**src/rtl/key_event_edge.sv**
```systemverilog
// Edge detection for key_event is provided by module key_edge in key_edge.sv;
// this file is kept empty so existing file lists continue to build.

```
**src/rtl/key_event_pkg.sv**
```systemverilog
// Shared types and defaults for the key_event press classifier.
package key_event_pkg;

  typedef enum logic [1:0] {
    IDLE = 2'd0,
    HOLD = 2'd1,
    LONG = 2'd2
  } state_t;

  localparam int unsigned LONG_CYC_DEF   = 500;
  localparam int unsigned REPEAT_CYC_DEF = 100;

  // Larger of two thresholds; sizes the shared sample counter.
  function automatic int unsigned max_u(input int unsigned a, input int unsigned b);
    return (a > b) ? a : b;
  endfunction

endpackage

```
**src/rtl/key_edge.sv**
```systemverilog
// key_edge: registers the filtered level and derives rise/fall strobes.
// y_d resets high so a level already high at reset release is not a press.
module key_edge (
  input  logic clk,
  input  logic rst_n,
  input  logic y,
  output logic rise_c,
  output logic fall_c
);

  logic y_d;

  // Previous-sample register, reset to 1.
  always_ff @(posedge clk or negedge rst_n) begin
    if (!rst_n) y_d <= 1'b1;
    else        y_d <= y;
  end

  assign rise_c = y & ~y_d;
  assign fall_c = ~y & y_d;

endmodule

```
**src/rtl/key_event.sv**
```systemverilog
// key_event: classifies presses on a filtered key level into short/long
// pulses with an optional auto-repeat pulse during a long hold.
// Optional feature macro: KEY_EVENT_REPEAT_EN (enables rpt_p).
module key_event
  import key_event_pkg::*;
#(
  parameter int unsigned LONG_CYC   = LONG_CYC_DEF,
  parameter int unsigned REPEAT_CYC = REPEAT_CYC_DEF
) (
  input  logic       clk,
  input  logic       rst_n,
  input  logic       y,
  output logic       short_p,
  output logic       long_p,
  output logic       rpt_p,
  output logic       held,
  output logic [7:0] press_cnt
);

  localparam int unsigned CW = $clog2(max_u(LONG_CYC, REPEAT_CYC) + 1);

  state_t        state, state_n;
  logic [CW-1:0] cnt, cnt_n, cnt_inc;
  logic          rise_c, fall_c;
  logic          short_n, long_n;
`ifdef KEY_EVENT_REPEAT_EN
  logic          rpt_n;
`endif

  key_edge u_edge (
    .clk    (clk),
    .rst_n  (rst_n),
    .y      (y),
    .rise_c (rise_c),
    .fall_c (fall_c)
  );

  assign cnt_inc = cnt + CW'(1);

  // State and sample-counter register.
  always_ff @(posedge clk or negedge rst_n) begin
    if (!rst_n) begin
      state <= IDLE;
      cnt   <= '0;
    end else begin
      state <= state_n;
      cnt   <= cnt_n;
    end
  end

  // Next-state, counter and pulse decode.
  always_comb begin
    state_n = state;
    cnt_n   = cnt;
    short_n = 1'b0;
    long_n  = 1'b0;
`ifdef KEY_EVENT_REPEAT_EN
    rpt_n   = 1'b0;
`endif
    case (state)
      IDLE: begin
        if (rise_c) begin
          state_n = HOLD;
          cnt_n   = CW'(1);
        end
      end
      HOLD: begin
        if (fall_c) begin
          state_n = IDLE;
          short_n = 1'b1;
          cnt_n   = '0;
        end else if (y) begin
          if (cnt_inc == CW'(LONG_CYC)) begin
            state_n = LONG;
            long_n  = 1'b1;
            cnt_n   = '0;
          end else begin
            cnt_n = cnt_inc;
          end
        end
      end
      LONG: begin
        if (fall_c) begin
          state_n = IDLE;
          cnt_n   = '0;
        end
`ifdef KEY_EVENT_REPEAT_EN
        else if (y) begin
          if (cnt_inc == CW'(REPEAT_CYC)) begin
            rpt_n = 1'b1;
            cnt_n = '0;
          end else begin
            cnt_n = cnt_inc;
          end
        end
`endif
      end
      default: begin
        state_n = IDLE;
        cnt_n   = '0;
      end
    endcase
  end

  // Registered pulses, held flag and press counter.
  always_ff @(posedge clk or negedge rst_n) begin
    if (!rst_n) begin
      short_p   <= 1'b0;
      long_p    <= 1'b0;
      held      <= 1'b0;
      press_cnt <= '0;
    end else begin
      short_p   <= short_n;
      long_p    <= long_n;
      held      <= (state_n != IDLE);
      press_cnt <= press_cnt + 8'(short_n | long_n);
    end
  end

`ifdef KEY_EVENT_REPEAT_EN
  // Registered auto-repeat pulse.
  always_ff @(posedge clk or negedge rst_n) begin
    if (!rst_n) rpt_p <= 1'b0;
    else        rpt_p <= rpt_n;
  end
`else
  assign rpt_p = 1'b0;
`endif

endmodule

```
**config.mk**
```make
export PLATFORM = sky130hd
export DESIGN_NAME = key_event
export DESIGN_NICKNAME = d
export VERILOG_FILES = /design/src/rtl/key_event_edge.sv /design/src/rtl/key_event_pkg.sv /design/src/rtl/key_edge.sv /design/src/rtl/key_event.sv
export SDC_FILE = /design/constraint.sdc
export NUM_CORES = 1
export LEC_CHECK = 0
export CAP_MARGIN = 15
export CORE_UTILIZATION = 25
export DETAILED_ROUTE_END_ITERATION = 8
export GPL_TIMING_DRIVEN = 0
export PLACE_DENSITY = 0.51
export SLEW_MARGIN = 20
export SYNTH_ARGS = -nofsm -noshare
export SYNTH_HDL_FRONTEND = slang
export SYNTH_HIERARCHICAL = 1
export SYNTH_SLANG_ARGS = --single-unit
```
**constraint.sdc**
```tcl
create_clock -name clk -period 3.3 [get_ports clk]
set_input_delay 0.66 -clock clk [delete_from_list [all_inputs] [get_ports clk]]
set_output_delay 0.66 -clock clk [all_outputs]
set_load 0.1 [all_outputs]
```
==> Flow_metrics.wiki <==
== Implementation results ==
{| class="wikitable"
! Metric !! Value
|-
| Run status || finished, final reports clean
|-
| Launch point of the worst reg-to-reg path || cnt[0]$_DFFE_PN0P_
|-
| Max Fclk || 338 MHz
|-
| Clock-cell share of area || about 3.3%
|-
| Simple logic cell fraction of the synthesized area || 23.9%
|-
| DIE AREA || 4810 sq um
|-
| Number of cell rows || 24
|-
| Combinational Gates || 81
|-
| Fillcell total || 448
|-
| ANT nets after route || 0
|-
| Initial antenna violation count || 0
|-
| PwrDens || 667 nW/um^2
|-
| Die height || between 60 and 70 um
|-
| Stages on worst setup path || 11
|-
| Total met2 wirelength after detailed routing || roughly 1000 um
|-
| Critical Path Source Type || primary input
|-
| Overall power after layout || 914 uW
|-
| Width of the chip || 69.4 um
|-
| Design internal power || 508 uW
|-
| Top metal layer carrying routed signals || met4
|-
| Netlist cell types || 38
|-
| EDFF count, synth || 0
|-
| Number of cells on the worst reg-to-reg path || 10
|-
| Multi-input gate share of the layout cell area || between 30% and 40%
|-
| Leftover overflow at the end of global routing || 0
|-
| # setup viols final || 0
|-
| Clk pwr || 171 uW
|-
| Top logic cell family in the synthesized netlist || simple AND/OR/NAND/NOR gates
|-
| Fraction of area in registers || 42.1%
|-
| Overall routing resource usage || about a tenth
|-
| WHS || 369 ps
|-
| Clock power frac || 18.7%
|-
| Critical Path Fanout Max || 8
|-
| Buffers & Inverters on Critical Path || 2
|-
| VDD IR-drop max || 0.292 mV
|-
| Top cell types by occurrence after synthesis || 22 x dfrtp_1, 10 x nand2_1, 10 x o21ai_0
|-
| Most frequent logic cell in the layout || dfrtp_1
|-
| Largest stage delay on the critical path || 530 ps
|-
| Max-cap violations || 0
|-
| Flip-flop count of the largest register, all copies and words added || 9
|-
| I/O Buffers || 13
|-
| Power group with the largest share || combinational logic
|-
| Buffers inserted by post-CTS timing repair || 0
|-
| Compound-cell area share of the yosys netlist || 13.5%
|-
| Capturing element of the worst setup path || press_cnt[6]$_DFF_PN0_
|-
| Most frequent cells in the layout || 22 x dfrtp_1, 12 x clkdlybuf4s50_1, 10 x nand2_1, 10 x o21ai_0, 5 x a21oi_1
|-
| Well Taps || around 52
|-
| MUX share of area || 0%
|-
| CTS H-tree depth || 1
|}
Metal 1:
The bar under the picture is 20 um long. Cells faint in the background.
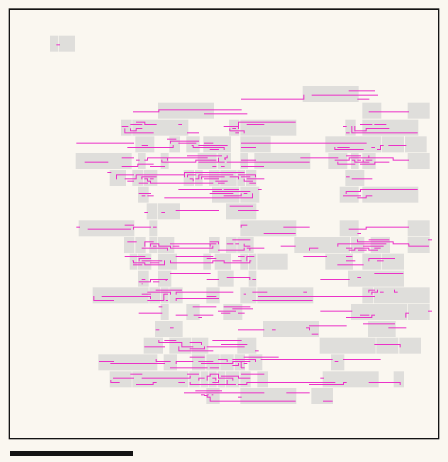
nets with wire on the layer: 114
share of all routed wire: 48%
main direction: horizontal
total number of vias: 851
final wirelength: 2120 um
GRT met1 Usage: 12.1%

Metal 2:
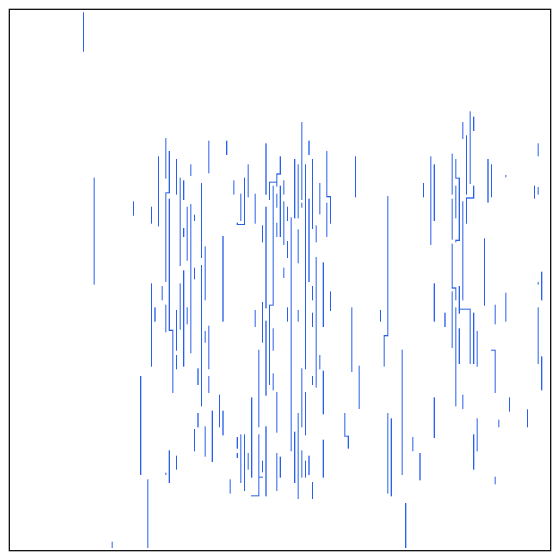
longest straight run: 29.9 um
share of all routed wire: 47%
main direction: vertical
met2 demand-to-capacity share in global routing: 16.0%

M3 wires:
The bar under the picture is 20 um long.
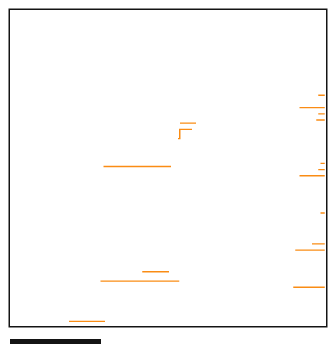
wire length on this layer: 84.8 um
longest straight run: 17.0 um
share of all routed wire: 4.0%
GRT met3 Usage: 1.74%

Cell sizes after repair:
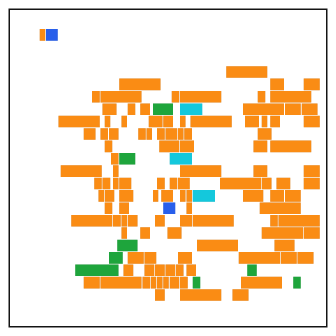
[drive 3 to 4] blue | cells: 2
[drive 6 and up] cyan | cells: 3
[drive 2] green | cells: 8
[drive 1 or less] orange | cells: 114
count of plain and timing-repair buffers: 16
growth of design area from synthesis to finish: 20.7%
design area: 1370 sq um
setup slack of the critical path after layout: 344 ps

Power and IR drop assume default switching activity.
